===== config.mk =====
export PLATFORM = sky130hd
export DESIGN_NAME = bouncing_ball_pattern
export DESIGN_NICKNAME = d
export VERILOG_FILES = /design/src/rtl/bouncing_ball_pattern.sv
export SDC_FILE = /design/constraint.sdc
export NUM_CORES = 1
export LEC_CHECK = 0
export CAP_MARGIN = 20
export CORE_MARGIN = 3
export CORE_UTILIZATION = 50
export DETAILED_ROUTE_END_ITERATION = 16
export HOLD_SLACK_MARGIN = 0.08
export PLACE_DENSITY = 0.82
export SLEW_MARGIN = 20
export SYNTH_ARGS = -nofsm -noshare
export SYNTH_HDL_FRONTEND = slang
export SYNTH_SLANG_ARGS = --single-unit
export TNS_END_PERCENT = 50

===== constraint.sdc =====
create_clock -name clock25MHz -period 3.25 [get_ports clock25MHz]
set_input_delay 0.4875 -clock clock25MHz [delete_from_list [all_inputs] [get_ports clock25MHz]]
set_output_delay 0.4875 -clock clock25MHz [all_outputs]
set_load 0.02 [all_outputs]

===== src/rtl/bouncing_ball_pattern.sv =====
// Bouncing-ball screensaver pattern: square ball reflecting off the active-area edges,
// moved only on the vertical-blanking frame tick. Optional macro COLOR_CYCLE_EN enables palette cycling.
module bouncing_ball_pattern #(
    parameter int          H_ACTIVE   = 640,
    parameter int          V_ACTIVE   = 480,
    parameter int          BALL_SIZE  = 20,
    parameter int          STEP       = 1,
    parameter int          FRAME_DIV  = 1,
    parameter int          START_X    = 100,
    parameter int          START_Y    = 100,
    parameter logic [11:0] BALL_COLOR = 12'hFFF,
    parameter logic [11:0] BG_COLOR   = 12'h000
) (
    input  logic       clock25MHz,
    input  logic       reset,
    input  logic       enable,
    input  logic [9:0] x,
    input  logic [9:0] y,
    output logic [3:0] red,
    output logic [3:0] green,
    output logic [3:0] blue,
    output logic       bounce
);

    localparam logic [10:0] H_LIM  = 11'(H_ACTIVE);
    localparam logic [10:0] V_LIM  = 11'(V_ACTIVE);
    localparam logic [10:0] SIZE11 = 11'(BALL_SIZE);
    localparam logic [10:0] STEP11 = 11'(STEP);
    localparam int          CNT_W  = (FRAME_DIV > 1) ? $clog2(FRAME_DIV) : 1;
    localparam logic [CNT_W-1:0] CNT_LAST = CNT_W'(FRAME_DIV - 1);

    typedef struct packed {
        logic       refl;
        logic       neg;
        logic [9:0] pos;
    } axis_t;

    // One axis of motion in 11-bit arithmetic; a reflection clamps exactly to the edge.
    function automatic axis_t axis_step(input logic [9:0] pos, input logic neg,
                                        input logic [10:0] lim);
        axis_t      r;
        logic [10:0] p;
        p      = {1'b0, pos};
        r.refl = 1'b0;
        r.neg  = neg;
        r.pos  = pos;
        if (!neg) begin
            if (p + SIZE11 + STEP11 > lim) begin
                r.pos  = 10'(lim - SIZE11);
                r.neg  = 1'b1;
                r.refl = 1'b1;
            end else begin
                r.pos = 10'(p + STEP11);
            end
        end else begin
            if (p < STEP11) begin
                r.pos  = 10'd0;
                r.neg  = 1'b0;
                r.refl = 1'b1;
            end else begin
                r.pos = 10'(p - STEP11);
            end
        end
        return r;
    endfunction

    logic [9:0]       ball_x, ball_y;
    logic             neg_x, neg_y;
    logic [CNT_W-1:0] frame_cnt;
    logic             vb_seen_p0;
    logic             at_vb, frame_tick, update, refl_any;
    axis_t            nxt_x, nxt_y;
    logic [11:0]      ball_rgb;

    assign at_vb      = (x == 10'd0) && ({1'b0, y} == V_LIM);
    assign frame_tick = at_vb && !vb_seen_p0;
    assign update     = frame_tick && enable && (frame_cnt == CNT_LAST);
    assign nxt_x      = axis_step(ball_x, neg_x, H_LIM);
    assign nxt_y      = axis_step(ball_y, neg_y, V_LIM);
    assign refl_any   = nxt_x.refl || nxt_y.refl;

    always_ff @(posedge clock25MHz or negedge reset) begin
        if (!reset) begin
            ball_x     <= 10'(START_X);
            ball_y     <= 10'(START_Y);
            neg_x      <= 1'b0;
            neg_y      <= 1'b0;
            frame_cnt  <= '0;
            vb_seen_p0 <= 1'b0;
            bounce     <= 1'b0;
        end else begin
            vb_seen_p0 <= at_vb;
            bounce     <= update && refl_any;
            if (frame_tick && enable)
                frame_cnt <= (frame_cnt == CNT_LAST) ? '0 : frame_cnt + CNT_W'(1);
            if (update) begin
                ball_x <= nxt_x.pos;
                neg_x  <= nxt_x.neg;
                ball_y <= nxt_y.pos;
                neg_y  <= nxt_y.neg;
            end
        end
    end

`ifdef COLOR_CYCLE_EN
    logic [2:0] colour_idx;

    function automatic logic [11:0] palette(input logic [2:0] idx);
        case (idx)
            3'd0:    return 12'hFFF;
            3'd1:    return 12'hF00;
            3'd2:    return 12'h0F0;
            3'd3:    return 12'h00F;
            3'd4:    return 12'hFF0;
            3'd5:    return 12'h0FF;
            3'd6:    return 12'hF0F;
            default: return 12'hF80;
        endcase
    endfunction

    // Advances once per reflecting update, even when both axes reflect together.
    always_ff @(posedge clock25MHz or negedge reset) begin
        if (!reset)
            colour_idx <= 3'd0;
        else if (update && refl_any)
            colour_idx <= colour_idx + 3'd1;
    end

    assign ball_rgb = palette(colour_idx);
`else
    assign ball_rgb = BALL_COLOR;
`endif

    logic        hit_p0;
    logic [11:0] rgb_p1;

    assign hit_p0 = ({1'b0, x} >= {1'b0, ball_x}) && ({1'b0, x} < {1'b0, ball_x} + SIZE11) &&
                    ({1'b0, y} >= {1'b0, ball_y}) && ({1'b0, y} < {1'b0, ball_y} + SIZE11);

    // p0 -> p1: registered pixel colour
    always_ff @(posedge clock25MHz or negedge reset) begin
        if (!reset)
            rgb_p1 <= BG_COLOR;
        else
            rgb_p1 <= hit_p0 ? ball_rgb : BG_COLOR;
    end

    assign red   = rgb_p1[11:8];
    assign green = rgb_p1[7:4];
    assign blue  = rgb_p1[3:0];

endmodule


Fig. 1: run 1, clock wires, drivers and flops
The bar under the picture is 20 um long.
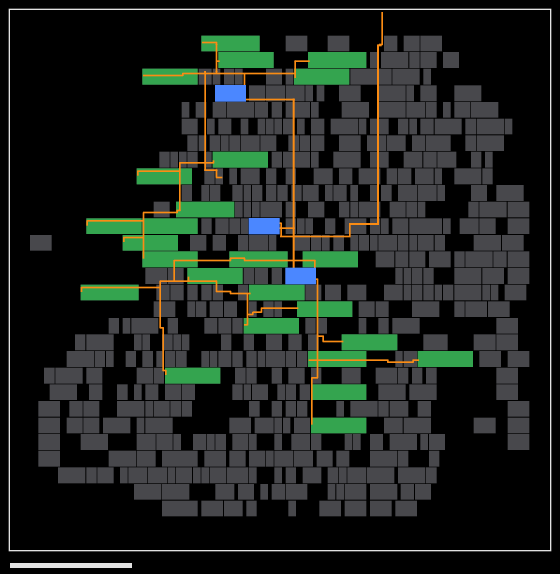
[orange] clock wires | length: 361 um
[blue] clock-net drivers | count: 3
[green] flip-flops | count: 25
routed clock nets	4
P_clk: 194 uW
clk ins delay skew pair: 0.28 ns
clk_skew: 0.00832 ns
clock group share of total power: 31.7%

Fig. 2: run 1, placed cells, one color a class
The bar under the picture is 20 um long.
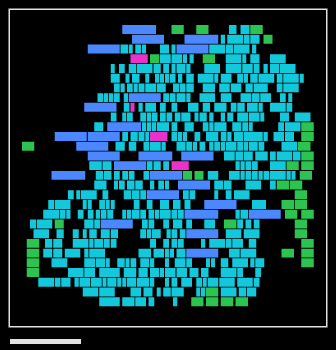
color	class	cells	share of their area
green	remaining buffers and delay cells	40	11%
blue	registers	25	17%
magenta	clock drivers and dummy loads	4	1.2%
cyan	remaining logic cells	392	71%
final instance area: 3740 um2
flop share of the area: 16.9%
fin util: 58.0%
row cnt: 29
CORE AREA: 6460 um2

==> metrics.csv, run 1 <==
stage,metric,value,unit
timing,final hold slack,0.574,ns
timing,setup_tns,0,ns
global_routing,first-pass GRT wire length,14500,um
timing,Worst-Margin Slew,0.625,ns
critical_path,family with the most delay on the worst path,AND-OR/OR-AND gates,
clocking,Root Driver,clkbuf_8,
layout,Signal buffers,40,
critical_path,worst reg2reg path endpoint,ball_x[2],
yosys,Synth Register Bits,25,
yosys,"top comb family, area",AND-OR/OR-AND gates,
critical_path,CP Depth,9,
critical_path,r2r setup slk,0.22,ns
layout,Top class by area,logic gates,
global_routing,initial antenna violation count,0,
critical_path,end point of the critical path,ball_x[2],
floorplanning,FP Core Util,52.6,%
layout,ANT cells,0,
pwr,leakage power,1.52,nW
yosys,Post-synth EDFFs,0,
layout,Inverters,30,
yosys,ao+oa area frac,26.9,%
global_routing,GRT Residual Overflow,0,
clocking,TritonCTS buffer count,3,
floorplanning,IO Count,36,
drt,vias,3405,
yosys,main flop type,dfrtp_1,
layout,Flops,25,
run,tool warnings,35,
timing,Final Worst Setup Slack,0.219,ns
placement,DP HPWL,6730,um
global_routing,largest net degree at the start of global routing,26,
clocking,Max Root-Sink Buffers,2,
yosys,Basic Gates by Area,23.3,%
run_status,status,"finished, final reports clean",
yosys,register share after synthesis,18.6,%
pwr,total power,614,uW
Fig. 3: run 1, signal metal coverage by tile
The bar under the picture is 20 um long. 18 x 18 tiles, from dark blue (low) to red (high), scaled to the fullest tile. Values are wire area over tile area, all layers added.
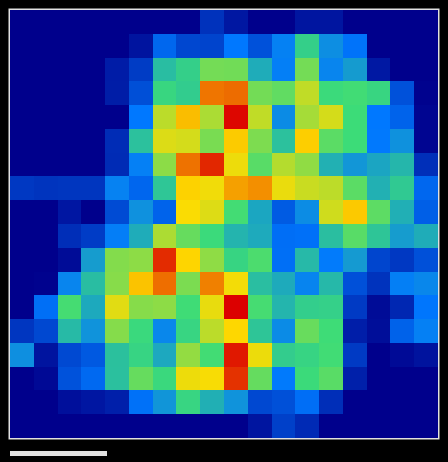
mean over tiles	0.18
nearly empty tiles	26%
emptiest ninth of the die	upper left
fullest tile	0.61
densest ninth of the die	center
tiles over half the peak	26%

Fig. 4: run 1, congestion heat map
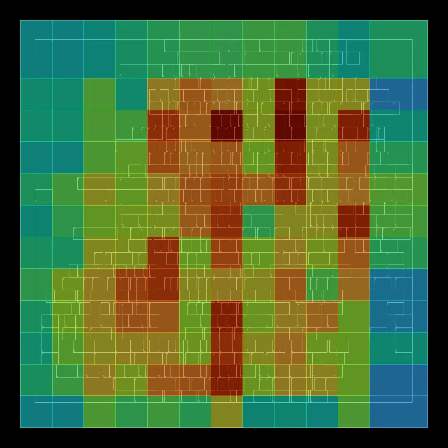
grt met1 use: 32.1%
GRT Total Usage: 22.8%

run 1: cells in the final DEF, fill, tap and decap left out, types with 5 or more instances in the layout:
cell / netlist / layout
a21oi_1: 39 / 39
nand3_1: 9 / 9
dfrtp_1: 19 / 19
inv_1: 28 / 28
a22oi_1: 5 / 5
clkdlybuf4s50_1: 0 / 35
nor2_1: 32 / 32
nand4_1: 5 / 5
ha_1: 45 / 45
nand2b_1: 6 / 6
xnor2_1: 16 / 16
a21o_1: 10 / 10
dfstp_2: 6 / 6
or3_1: 6 / 6
a211oi_1: 6 / 6
o21ai_0: 40 / 40
nor3_1: 23 / 23
o31ai_1: 7 / 7
nand2_1: 37 / 37
buf_4: 12 / 5
nor4_1: 8 / 8
run 1: routing by layer:
metal | global-route usage (%) | part of all wire, %
met1 | 32.1 | 45
met2 | 37.0 | 45
met3 | 2.98 | 7.0
met4 | 5.77 | 2.1
met5 | 0 | 0
run 1: flip-flops by register name, indices dropped and copies added, names as in the netlist:
name        flops
neg_x           1
rgb_p1          1
neg_y           1
ball_x         10
ball_y         10
bounce          1
vb_seen_p0      1
run 1: worst min-delay path by stage:
stage	slack (ns)	start	end	cells past startpoint
after global placement	0.56	ball_x[1]	ball_x[1]	2
final	0.57	reset	rgb_p1[10]	2
after detailed placement	0.56	ball_x[1]	ball_x[1]	2
after CTS	0.58	ball_x[1]	ball_x[1]	2
after floorplan	0.19	reset	ball_x[0]	0
after global routing	0.60	reset	rgb_p1[10]	2
run 1: where the power goes:
part	internal, mW	switching, mW
registers	0.312	0.00132
logic	0.0560	0.0505
clock network	0.0881	0.106
run 1: repair_timing:
action | 4_1_cts | 5_1_grt
gates resized | 0 | 0
setup endpoints to repair | 0 | 2
buffers inserted | 0 | 0
Fig. 5: run 1, logic cells by family
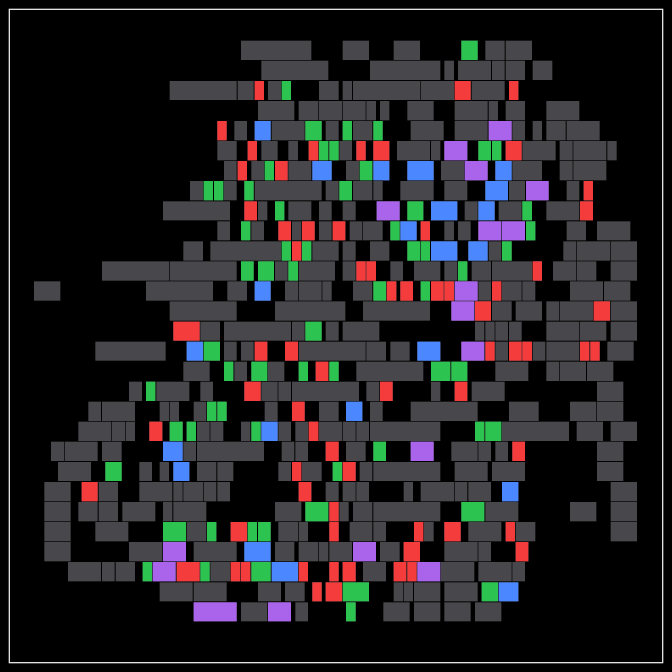

==> inputs of run 2 (changes only) <==
--- a/config.mk
+++ b/config.mk
@@ -5,7 +5,6 @@
 export SDC_FILE = /design/constraint.sdc
 export NUM_CORES = 1
 export LEC_CHECK = 0
-export CAP_MARGIN = 20
 export CORE_MARGIN = 3
 export CORE_UTILIZATION = 50
 export DETAILED_ROUTE_END_ITERATION = 16
==> constraint.sdc (replaced) <==
create_clock -name clock25MHz -period 3.85 [get_ports clock25MHz]
set_input_delay 0.5775 -clock clock25MHz [delete_from_list [all_inputs] [get_ports clock25MHz]]
set_output_delay 0.5775 -clock clock25MHz [all_outputs]
set_load 0.02 [all_outputs]
Fig. 6: run 2, logic cells by family
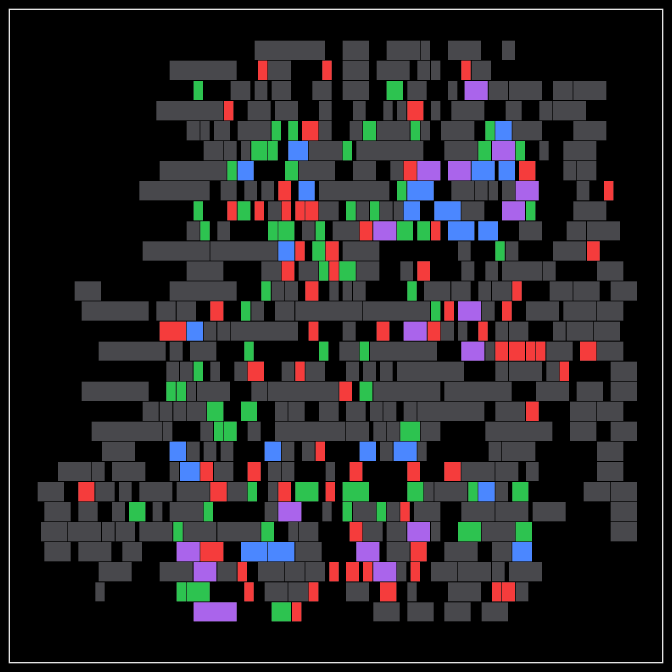
color	family	cells	most used
blue	and/or cells	22	or3_1
purple	xor and xnor cells	17	xnor2_1
red	nor cells	68	nor2_1
green	nand cells	63	nand2_1

Fig. 7: run 2, placed cells, one color a class
The bar under the picture is 20 um long.
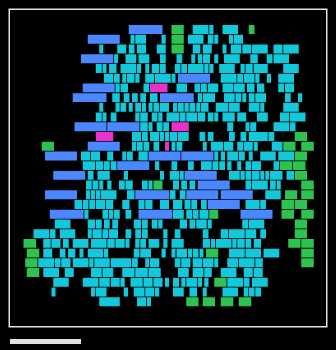
color	class	cells	share of their area
cyan	remaining logic cells	392	71%
magenta	clock drivers and dummy loads	4	1.2%
green	remaining buffers and delay cells	37	10%
blue	registers	25	17%

Fig. 8: run 2, signal metal coverage by tile
The bar under the picture is 20 um long. 18 x 18 tiles, from dark blue (low) to red (high), scaled to the fullest tile. Values are wire area over tile area, all layers added.
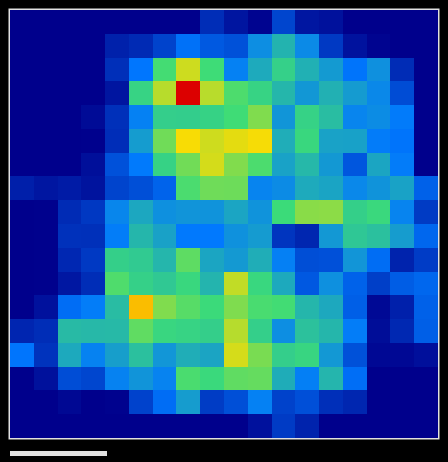
nearly empty tiles	25%
fullest tile	0.75
tiles over half the peak	12%
emptiest ninth of the die	upper left

==> metrics.csv, run 2 <==
stage,metric,value,unit
yosys,synthesized area per cell,7.55,um2
timing,Final Worst Setup Slack,0.809,ns
global_routing,GRT Residual Overflow,0,
yosys,main flop type,dfrtp_1,
timing,clk_skew,0.00603,ns
global_routing,initial antenna violation count,0,
critical_path,family with the most delay on the worst path,simple AND/OR/NAND/NOR gates,
yosys,register share after synthesis,18.6,%
clocking,clk ins delay skew pair,0.27,ns
floorplanning,row cnt,29,
global_routing,busiest layer in global routing,met2,
timing,Worst-Margin Slew,0.671,ns
layout,top flop regs,"ball_x (10), ball_y (10)",
run_status,status,"finished, final reports clean",
global_routing,first-pass GRT wire length,14300,um
layout,Top cells excl fill/tap,"ha_1 (45), o21ai_0 (40), a21oi_1 (39)",
yosys,cell area after synthesis,3400,um2
floorplanning,CORE AREA,6460,um2
clocking,Root Driver,clkbuf_8,
clocking,TritonCTS buffer count,3,
global_routing,GR met3 Demand/Resource,2.51,%
clocking,Max Root-Sink Buffers,2,
drt,highest metal used,met4,
global_routing,largest net degree at the start of global routing,31,
floorplanning,IO Count,36,
timing,final hold slack,0.279,ns
yosys,Post-synth EDFFs,0,
layout,ANT cells,0,
layout,fin util,57.5,%
pwr,Max IR drop VDD,100,uV
drt,vias,3417,
global_routing,GRT Total Usage,22.3,%
clocking,post-CTS sizing,0,
layout,Top cell excl fill/tap,ha_1,
floorplanning,FP Core Util,52.6,%
timing,setup_tns,0,ns
critical_path,worst reg2reg path endpoint,ball_y[3],
run,tool warnings,34,
critical_path,CP most frequent cell,nor2_1,
yosys,Synth Register Bits,25,
critical_path,r2r setup slk,0.81,ns
drt,Met1 Wirelength,4100,um
global_routing,grt met1 use,32.3,%
global_routing,met2 GRT Util,36.8,%
drt,met3 WL,499,um
drt,routed length on met2,4150,um
==> run 2: cell counts after synthesis <==
Identical to the previous run, type by type.
==> run 2: how the worst max path moves through the flow <==
stage | endpoint | slack (ns) | cells after the start
3_5_place_dp | ball_x[6] | 0.75 | 7
2_1_floorplan | bounce | 1.13 | 10
6_report | ball_y[3] | 0.81 | 10
3_3_place_gp | ball_x[6] | 0.85 | 7
5_1_grt | ball_x[5] | 0.55 | 9
4_1_cts | bounce | 0.84 | 9
==> run 2: final cells by class <==
type / count / area [um2]
Clock buffer: 4 / 45.0
Fill cell: 600 / 2740
Inverter: 30 / 113
Multi-Input combinational cell: 362 / 2470
Sequential cell: 25 / 633
Tap cell: 77 / 96.3
Timing Repair Buffer: 37 / 360
==> run 2: worst reg2reg max path: stages (launching register included) <==
cell      delay, ns
dfstp_2        0.67
inv_1          0.14
ha_1           0.36
nand4b_1       0.13
nor2_1         0.20
nand3b_1       0.12
or4b_1         0.50
a22oi_1        0.26
nor2_1         0.17
a211oi_1       0.25
o22ai_1        0.12
==> run 2: power breakdown <==
| part | internal [mW] | switching [mW] |
|---|---|---|
| Combinational | 0.0466 | 0.0437 |
| Clock | 0.0741 | 0.0814 |
| Sequential | 0.263 | 0.00108 |
==> run 2: metrics by stage <==
| step | area (um2) | total power, mW |
|---|---|---|
| global route | 3720 | 0.536 |
| floorplan | 3400 | 0.311 |
| global placement | 3680 | 0.357 |
| CTS | 3720 | 0.514 |
| detailed placement | 3680 | 0.360 |
| finish | 3720 | 0.510 |
==> run 2: cells by family after synthesis <==
kind of cell	synth area share (%)
simple gates	23.3
buf+inv	8.73
fa+ha+maj	16.9
flops	18.6
mux	0.920
xor+xnor	4.60
compound gates	26.9
Power is estimated from default activity; no workload was simulated.
